run_1/metal_stack.png
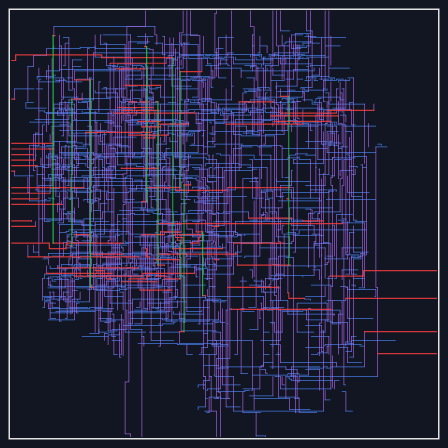
run_1/gate_families.png
Bar = 20 um.
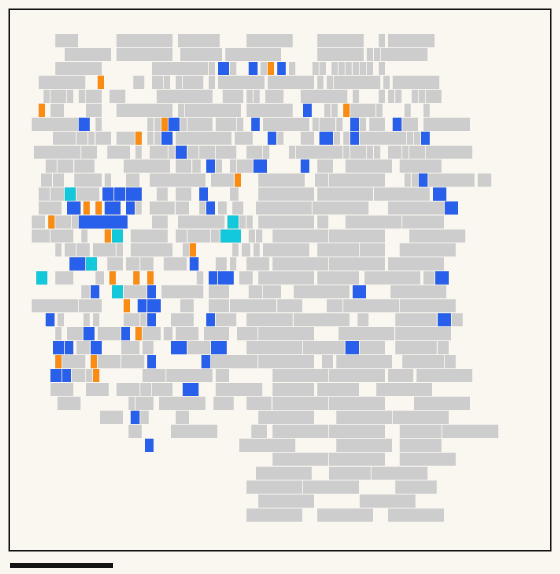
run_1/pins.png
Pins as bars across the die edge, other pins in gray.
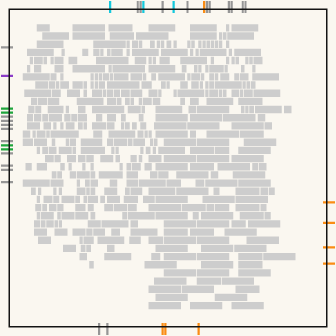
run_1/registers.png
Other sequential cells in the stronger gray, the rest of the logic in the fainter gray.
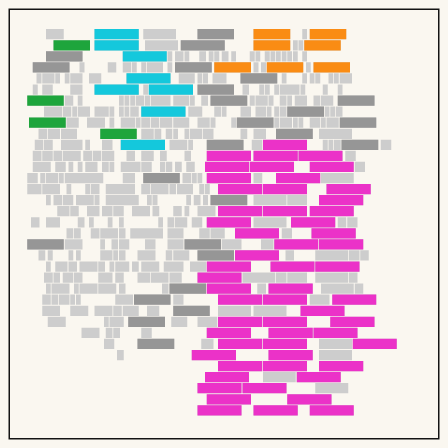
### config.mk
export PLATFORM = sky130hd
export DESIGN_NAME = ghr_checkpoint_queue
export DESIGN_NICKNAME = d
export VERILOG_FILES = /design/src/rtl/ghr_checkpoint_queue.sv
export SDC_FILE = /design/constraint.sdc
export NUM_CORES = 1
export LEC_CHECK = 0
export CORE_MARGIN = 4
export CORE_UTILIZATION = 55
export CTS_CLUSTER_SIZE = 12
export DETAILED_ROUTE_END_ITERATION = 12
export DONT_BUFFER_PORTS = 1
export PLACE_DENSITY = 0.79
export SLEW_MARGIN = 15
export SYNTH_ARGS = -nofsm -noshare
export SYNTH_HDL_FRONTEND = slang
export SYNTH_SLANG_ARGS = --single-unit
### constraint.sdc
create_clock -name clk -period 4.9 [get_ports clk]
set_input_delay 1.47 -clock clk [delete_from_list [all_inputs] [get_ports clk]]
set_output_delay 1.47 -clock clk [all_outputs]
set_load 0.05 [all_outputs]
### src/rtl/ghr_checkpoint_queue.sv
// Speculative global branch history register with a circular checkpoint queue.
// Each accepted prediction saves the pre-update history in a tagged entry.
// A mispredict restores history from that entry and squashes every younger entry.
// Retire pops the oldest entry's outcome into the architectural history.
module ghr_checkpoint_queue #(
  parameter int HIST_LEN   = 8,
  parameter int CKPT_DEPTH = 8,
  parameter int TAG_W      = $clog2(CKPT_DEPTH)
) (
  input  logic                clk,
  input  logic                reset,
  input  logic                pred_valid,
  input  logic                pred_taken,
  output logic                pred_ready,
  output logic [TAG_W-1:0]    pred_tag,
  input  logic                resolve_valid,
  input  logic [TAG_W-1:0]    resolve_tag,
  input  logic                resolve_mispredict,
  input  logic                resolve_taken,
  input  logic                retire_valid,
  input  logic                flush,
  output logic [HIST_LEN-1:0] spec_hist,
  output logic [HIST_LEN-1:0] arch_hist,
  output logic [TAG_W:0]      ckpt_count,
  output logic                full,
  output logic                empty
);

  localparam logic [TAG_W-1:0] TAG_ONE   = TAG_W'(1);
  localparam logic [TAG_W:0]   CNT_ONE   = (TAG_W+1)'(1);
  localparam logic [TAG_W:0]   CNT_DEPTH = (TAG_W+1)'(CKPT_DEPTH);

  // Registered state
  logic [HIST_LEN-1:0]   spec_q, arch_q;
  logic [TAG_W-1:0]      head_q, tail_q;
  logic [TAG_W:0]        count_q;
  logic [CKPT_DEPTH-1:0] ent_valid_q;
  logic [HIST_LEN-1:0]   ent_hist_q [CKPT_DEPTH];
  logic                  ent_out_q  [CKPT_DEPTH];

  // Next-state
  logic [HIST_LEN-1:0]   spec_d, arch_d;
  logic [TAG_W-1:0]      head_d, tail_d;
  logic [TAG_W:0]        count_d;
  logic [CKPT_DEPTH-1:0] ent_valid_d;

  // Decoded events
  logic             mispredict;   // raw hit, used to block predictions
  logic             mp_apply;     // mispredict that actually updates state
  logic             pred_fire;
  logic             retire_fire;
  logic             retire_bit;
  logic [TAG_W-1:0] squash_dist;  // age of the mispredicted entry relative to head
  logic [TAG_W:0]   squash_count; // occupancy after squashing younger entries

  function automatic logic [HIST_LEN-1:0] shift_in(input logic [HIST_LEN-1:0] h,
                                                   input logic                b);
    return {h[HIST_LEN-2:0], b};
  endfunction

  assign full       = (count_q == CNT_DEPTH);
  assign empty      = (count_q == '0);
  assign ckpt_count = count_q;
  assign pred_tag   = tail_q;
  assign spec_hist  = spec_q;
  assign arch_hist  = arch_q;

  assign mispredict   = resolve_valid && resolve_mispredict && ent_valid_q[resolve_tag];
  assign mp_apply     = mispredict && !flush;
  assign pred_ready   = !full && !flush && !mispredict;
  assign pred_fire    = pred_valid && pred_ready;
  assign retire_fire  = retire_valid && !empty && !flush;
  // A mispredict on the head entry in the same cycle supplies the corrected outcome.
  assign retire_bit   = (mispredict && (resolve_tag == head_q)) ? resolve_taken
                                                                : ent_out_q[head_q];
  // Power-of-two depth: tag subtraction wraps naturally to the distance from head.
  assign squash_dist  = resolve_tag - head_q;
  assign squash_count = {1'b0, squash_dist} + CNT_ONE;

  // Next-state for pointers, occupancy, histories and entry valid bits.
  // NOTE: every always_comb output gets a default first so no path can infer a latch.
  always_comb begin
    spec_d      = spec_q;
    arch_d      = arch_q;
    head_d      = head_q;
    tail_d      = tail_q;
    count_d     = count_q;
    ent_valid_d = ent_valid_q;

    if (flush) begin
      spec_d      = arch_q;
      head_d      = '0;
      tail_d      = '0;
      count_d     = '0;
      ent_valid_d = '0;
    end else begin
      if (mp_apply) begin
        spec_d  = shift_in(ent_hist_q[resolve_tag], resolve_taken);
        tail_d  = resolve_tag + TAG_ONE;
        count_d = squash_count;
        for (int i = 0; i < CKPT_DEPTH; i++) begin
          if (TAG_W'(TAG_W'(i) - head_q) > squash_dist) ent_valid_d[i] = 1'b0;
        end
      end else if (pred_fire) begin
        spec_d              = shift_in(spec_q, pred_taken);
        tail_d              = tail_q + TAG_ONE;
        count_d             = count_q + CNT_ONE;
        ent_valid_d[tail_q] = 1'b1;
      end

      if (retire_fire) begin
        arch_d              = shift_in(arch_q, retire_bit);
        head_d              = head_q + TAG_ONE;
        count_d             = count_d - CNT_ONE;
        ent_valid_d[head_q] = 1'b0;
      end
    end
  end

  // Control state register with asynchronous active-high reset.
  // NOTE: sequential state uses non-blocking assignments so every flop samples pre-edge values.
  always_ff @(posedge clk or posedge reset) begin
    if (reset) begin
      spec_q      <= '0;
      arch_q      <= '0;
      head_q      <= '0;
      tail_q      <= '0;
      count_q     <= '0;
      ent_valid_q <= '0;
    end else begin
      spec_q      <= spec_d;
      arch_q      <= arch_d;
      head_q      <= head_d;
      tail_q      <= tail_d;
      count_q     <= count_d;
      ent_valid_q <= ent_valid_d;
    end
  end

  // Checkpoint payload storage: written on allocate, outcome patched on mispredict.
  // NOTE: payload storage is not reset; valid bits alone define which entries are meaningful.
  always_ff @(posedge clk) begin
    if (pred_fire) begin
      ent_hist_q[tail_q] <= spec_q;
      ent_out_q[tail_q]  <= pred_taken;
    end else if (mp_apply) begin
      ent_out_q[resolve_tag] <= resolve_taken;
    end
  end

endmodule

==> results.json, run 1 <==
{
  "p_per_area_nw_per_um2": 493,
  "antenna_cells": 0,
  "top_cells_by_area": "edfxtp_1, dfrtp_1, mux4_2",
  "ys_types": 60,
  "ctsResizeCount": 0,
  "warnings": 33,
  "ys.flop_type": "edfxtp_1",
  "end_kind": "output pin",
  "syn_avg_cell_area_um2": 12.1,
  "drc_errors": 0,
  "numClockSinks": 100,
  "edf_count": 65,
  "core_region_area_um2": 9240,
  "ys_warn_count": 0,
  "top_area_share_pct": 37.5,
  "final-setup-viol-count": 0,
  "grt.overflow.total": 0,
  "dp_hpwl_um": 7970,
  "grt_start_max_net_pins": 48,
  "ys_chip_area_um2": 5200,
  "fin_util_pct": 59.6,
  "cts_tree": "done",
  "setup_ws_ns": 0.720,
  "ff2ff_setup_slack_ns": 1.31,
  "maxSlewViolCount": 0,
  "fin_crit_ns": 4.18,
  "worst_pin_slew_ns": 0.916,
  "antenna_found_initial": 0,
  "fp_util_pct": 56.3,
  "status": "complete, no violations",
  "crit_chain": "mux4_2 -> or2_1 -> and3_1 -> nor3_2 -> buf_4",
  "postCtsHoldBufs": 0,
  "syn_to_final_growth_pct": 5.90,
  "numSynthFlops": 100,
  "reg2reg_from": "ckpt_count[0]",
  "cts_setup_buffers": 0,
  "hold_path_class": "flip-flop to flip-flop",
  "syn-instance-count": 429,
  "fp_nets": 465,
  "layout.nets": 460,
  "p_leak_nw": 2.08,
  "timing.setup.tns_ns": 0,
  "critical_path_class": "input pin to output pin",
  "worstPathMaxFanout": 21,
  "final_cell_mix": "edfxtp_1, nand2_1, dfrtp_1",
  "slowest_stage": "mux4_2",
  "cts_buffers": 9,
  "clockRootBuffer": "clkbuf_8",
  "htreeDepth": 3,
  "slew_headroom_pct": 38.6,
  "drtAntennaViolNets": 0,
  "period_used_pct": 85.3,
  "clockBufferDepth": 2,
  "critPathArrivalTime_ns": 2.71,
  "row_count": 35,
  "top_area_cell": "edfxtp_1",
  "dp_cells": 542,
  "drt-vias-per-instance": 6.23,
  "vias": 3474,
  "drt_iter0_drc": 258,
  "ys_seq_share_pct": 54.4,
  "gp_congestion": 0.857,
  "dpl_worst_slack_ns": 0.745,
  "async_reset_ff_share_pct": 35.0,
  "hold_ws_ns": 0.504
}
-- metal_stack.png (at the start) --
[met1] blue | wire length: 4,220 um
[met3] red | wire length: 856 um
[met4] green | wire length: 394 um
[met2] purple | wire length: 5,840 um
All-Layer GR Usage: 21.2%
WL final: 11,300 um
wire length per cell: 20.3 um

-- gate_families.png (at the start) --
[inverting AOI/OAI gates] blue | cells: 59 | most used: o21ai_0
[AND and OR gates] cyan | cells: 7 | where: middle left
[inverters] orange | cells: 20 | most used: inv_1
Finished Layout Cells: 558
logic share of the area: 39.8%
most numerous logic cell after layout: edfxtp_1

-- pins.png (at the start) --
[spec_hist] orange | pins: 8 | direction: output | edge: 4 right, 3 bottom, 1 top
[ckpt_count] green | pins: 4 | direction: output | edge: left
[reset] purple | pins: 1 | direction: input | edge: left
[pred_tag] cyan | pins: 3 | direction: output | edge: top
all pins by edge: 15 left, 14 top, 5 bottom, 4 right
die width: 105 um
Die Ht: 105 um
Buffers on Ports: 0

-- registers.png (at the start) --
[ent_hist_q] magenta | placed flops: 56
[arch_hist] orange | placed flops: 7
[ckpt_count] green | placed flops: 4 | where: upper left
[ent_out_q] cyan | placed flops: 8
not colored: 25
area occupied by registers: 2830 um2
Flop+latch power: 1.36 mW
fraction of area in registers: 51.4%

-- run 1: per-layer routing --
| layer | up-vias | track usage (%) | wire (um) |
|---|---|---|---|
| li1 | 1567 | - | - |
| met1 | 1717 | 26.0 | 4220 |
| met2 | 163 | 35.8 | 5840 |
| met3 | 27 | 4.53 | 856 |
| met4 | 0 | 9.75 | 394 |
| met5 | - | 0 | 0 |
-- run 1: kinds of logic after synthesis --
| group | count (synthesis) | synth area share (%) |
|---|---|---|
| adders and majority gates | 26 | 6.30 |
| DFF | 100 | 54.4 |
| xor gates and xnor gates | 14 | 2.62 |
| buffers and inverters | 45 | 3.68 |
| muxes | 27 | 9.50 |
| and+or+nand+nor | 136 | 12.4 |
| AOI/OAI and AO/OA | 81 | 11.1 |
-- run 1: worst max-delay path, delay by kind of cell --
kind	cells	cell delay, ns
buffers and inverters	1	0.22
muxes	1	0.48
and+or+nand+nor	3	0.53
-- run 1: flip-flops by register name (all words and copies together) (netlist names), named ones only --
name	cells
spec_hist	8
ckpt_count	4
head_q	3
pred_tag	3
ent_out_q	8
ent_valid_q	8
ent_hist_q	56
arch_hist	7
-- run 1: final timing paths --
check / cells past startpoint / end
max: 5 / pred_ready
min: 1 / ent_valid_q[4]
max reg2reg: 8 / ent_valid_q[4]
min reg2reg: 1 / ent_valid_q[4]
max in group asynchronous: 2 / ent_valid_q[5]
min in group asynchronous: 2 / head_q[0]
-- run 1: where the power goes --
group          internal (mW)  switching [mW]  leakage [nW]
registers               1.03           0.326          1.06
logic                  0.337           0.515         0.931
clock network          0.196           0.305        0.0909
total                   1.57            1.15          2.08
-- run 1: synthesized netlist by cell type (all sizes together), types with 6 or more instances --
cell,n
clkbuf,16
mux2,6
dfrtp,35
xnor2,10
a31oi,9
o31a,7
inv,19
o21ai,16
nand2,57
nand3,6
nor2b,14
nor2,34
a211oi,8
edfxtp,65
buf,9
a21oi,14
mux4,17
ha,23
-- run 1: stage by stage --
step	total power, mW	cell area [um2]
floorplan	2.01	5200
global placement	2.18	5320
detailed placement	2.22	5320
CTS	2.72	5510
global route	2.87	5510
finish	2.71	5510
-- run 1: area by class of cell --
class,instances,area [um2]
clock buffers,10,128
clock inverters,6,56.3
fillers,724,3730
inverters,20,75.1
multi-input cells,284,2190
flip-flops and latches,100,2830
well taps,129,161
repair buffers,9,67.6
run_1/final_clocks.png
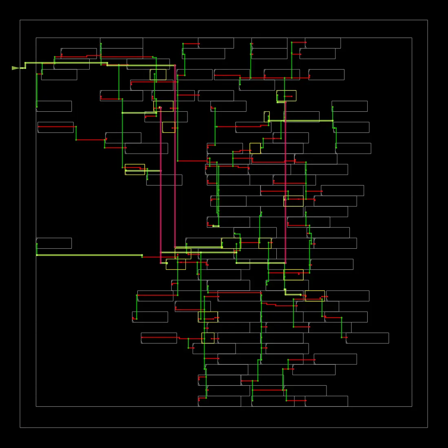

==> run 2: changes to the inputs <==
- CORE_MARGIN: 4 -> 5
run_2/final_clocks.png
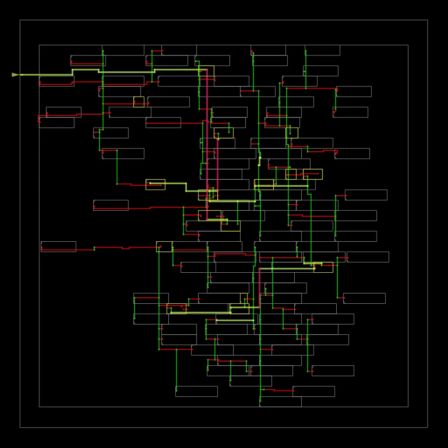
clk pwr: 0.512 mW
CTS Buf Count: 9
clk sinks: 100

==> run 2 against run 1 <==
Effect of this change:
- non-clock buffer count is 2 lower
- die size up 3.8%
- maximum frequency is 0.28% lower
- count of clock-buffer cells in the layout fell by 1
- sequential share of layout area increased by 0.070 points
- cell area decreased by 0.14%
- largest cell class unchanged
- sequential power up 3%
- combinational power is 5.6% lower
==> results.json, run 2 <==
{
  "pwr-share-clk_pct": 18.9,
  "ys_warn_count": 0,
  "dp_hpwl_um": 7950,
  "fillers": 709,
  "slew_headroom_pct": 38.9,
  "synth.most_common_cell": "edfxtp_1",
  "top_cells_by_area": "edfxtp_1, dfrtp_1, mux4_2",
  "top_area_share_pct": 37.5,
  "pwr-share-seq_pct": 51.5,
  "timing.setup.tns_ns": 0,
  "placed_area_um2": 5310,
  "final_common_cell": "edfxtp_1",
  "grt.overflow.total": 0,
  "end_kind": "output pin",
  "syn_to_final_growth_pct": 5.75,
  "top_cells_by_count": "edfxtp_1, nand2_1, dfrtp_1, nor2_1, ha_1",
  "design_area_um2": 5500,
  "reg2reg_depth": 8,
  "power.switching_mw": 1.15,
  "ys_chip_area_um2": 5200,
  "core_region_area_um2": 9240,
  "hold_path_class": "flip-flop to flip-flop",
  "antenna_cells": 0,
  "critPathArrivalTime_ns": 2.72,
  "clockRootBuffer": "clkbuf_8",
  "p_per_area_nw_per_um2": 494,
  "p_leak_nw": 2.07,
  "fp_util_pct": 56.3,
  "dpl_worst_slack_ns": 0.731,
  "ys_types": 60,
  "async_reset_ff_share_pct": 35.0,
  "ys_seq_share_pct": 54.4,
  "warnings": 33,
  "final_cell_mix": "edfxtp_1, nand2_1, dfrtp_1",
  "power.share.switching_pct": 42.5,
  "postCtsHoldBufs": 0,
  "drt-vias-per-instance": 6.23,
  "cts_tree": "done",
  "numSynthFlops": 100,
  "period_used_pct": 85.5,
  "worst_pin_slew_ns": 0.912,
  "status": "complete, no violations",
  "row_count": 35,
  "worstPathMaxFanout": 21,
  "maxSlewViolCount": 0,
  "ff2ff_setup_slack_ns": 1.46,
  "drt_wl_total_um": 11400,
  "final-setup-viol-count": 0,
  "reg2reg_from": "ckpt_count[0]",
  "fin_crit_ns": 4.19,
  "rr_endpoint": "ckpt_count[3]",
  "cts_setup_buffers": 0,
  "gp_congestion": 0.842,
  "grt_start_max_net_pins": 48,
  "drc_errors": 0,
  "htreeDepth": 3,
  "fp_nets": 465,
  "routedWlPerCell_um": 20.5,
  "drtAntennaViolNets": 0,
  "setup_ws_ns": 0.709,
  "holdPathStages": 1,
  "vias": 3465,
  "worstHoldEndpoint": "ent_valid_q[0]",
  "grt_use_total_pct": 21.1,
  "ctsResizeCount": 0,
  "top_area_cell": "edfxtp_1",
  "portBuffers": 0,
  "intPower_mw": 1.56
}
run_2/pins.png
Pins as bars across the die edge, other pins in gray.
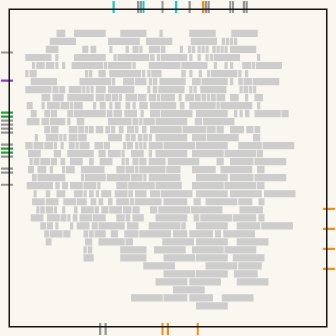
[spec_hist] orange | pins: 8 | direction: output | edge: 4 right, 3 bottom, 1 top
[reset] purple | pins: 1 | direction: input | edge: left
[ckpt_count] green | pins: 4 | direction: output | edge: left
[pred_tag] cyan | pins: 3 | direction: output | edge: top
all pins by edge: 15 left, 14 top, 5 bottom, 4 right
die width: 107 um
Die Ht: 107 um

-- run 2: worst max path at each step --
stage / from / endpoint / slack (ns) / depth (start not counted)
2_1_floorplan: resolve_tag[0] / pred_ready / 0.22 / 6
6_report: resolve_tag[0] / pred_ready / 0.71 / 5
3_3_place_gp: resolve_tag[0] / pred_ready / 0.73 / 5
4_1_cts: resolve_tag[0] / pred_ready / 0.71 / 5
5_1_grt: resolve_tag[0] / pred_ready / 0.65 / 5
3_5_place_dp: resolve_tag[0] / pred_ready / 0.73 / 5
-- run 2: logic make-up after synthesis --
group,after synthesis,synth area share (%)
adder cells (fa/ha/maj),26,6.30
buffers and inverters,45,3.68
multiplexers,27,9.50
AND/OR/NAND/NOR,136,12.4
flip-flops,100,54.4
AND-OR/OR-AND,81,11.1
XOR/XNOR,14,2.62
-- run 2: critical path, stage by stage --
cell and delay (ns):
mux4_2 0.49, or2_1 0.26, and3_1 0.18, nor3_2 0.10, buf_4 0.22
-- run 2: stage by stage --
step / cells / hold slack (ns) / util, % / power (mW)
after global placement: 540 / 0.478 / 57.4 / 2.17
after detailed placement: 540 / 0.495 / 57.4 / 2.22
final: 556 / 0.527 / 59.5 / 2.72
after CTS: 556 / 0.529 / 59.5 / 2.72
after global routing: 556 / 0.534 / 59.5 / 2.87
after floorplan: 429 / 0.459 / - / 2.01
-- run 2: area by class of cell --
class                   instances  area, um2  area share [%]
inverters                      20       75.1            1.37
multi-input cells             284       2190            39.8
repair buffers                  7       52.6           0.956
clock buffers                   9        124            2.25
clock inverters                 7       67.6            1.23
flip-flops and latches        100       2830            51.4
well taps                     129        161            2.94
-- run 2: power by group through the flow --
stage | sequential, mW | clock (mW) | combinational (mW)
4_1_cts | 1.40 | 0.515 | 0.801
5_1_grt | 1.42 | 0.553 | 0.900
3_3_place_gp | 1.41 | 0 | 0.759
3_5_place_dp | 1.42 | 0 | 0.796
6_report | 1.40 | 0.512 | 0.805
2_1_floorplan | 1.36 | 0 | 0.649
-- run 2: metal layers --
metal	vias to the layer above	GRT usage [%]	routed length [um]	share of wire (%)
met4	0	9.77	453	4.0
met5	-	0	0	0
met2	154	35.4	5860	51
met1	1719	25.6	4380	38
met3	36	5.00	714	6.3
li1	1556	-	-	-
Power and IR drop assume default switching activity.
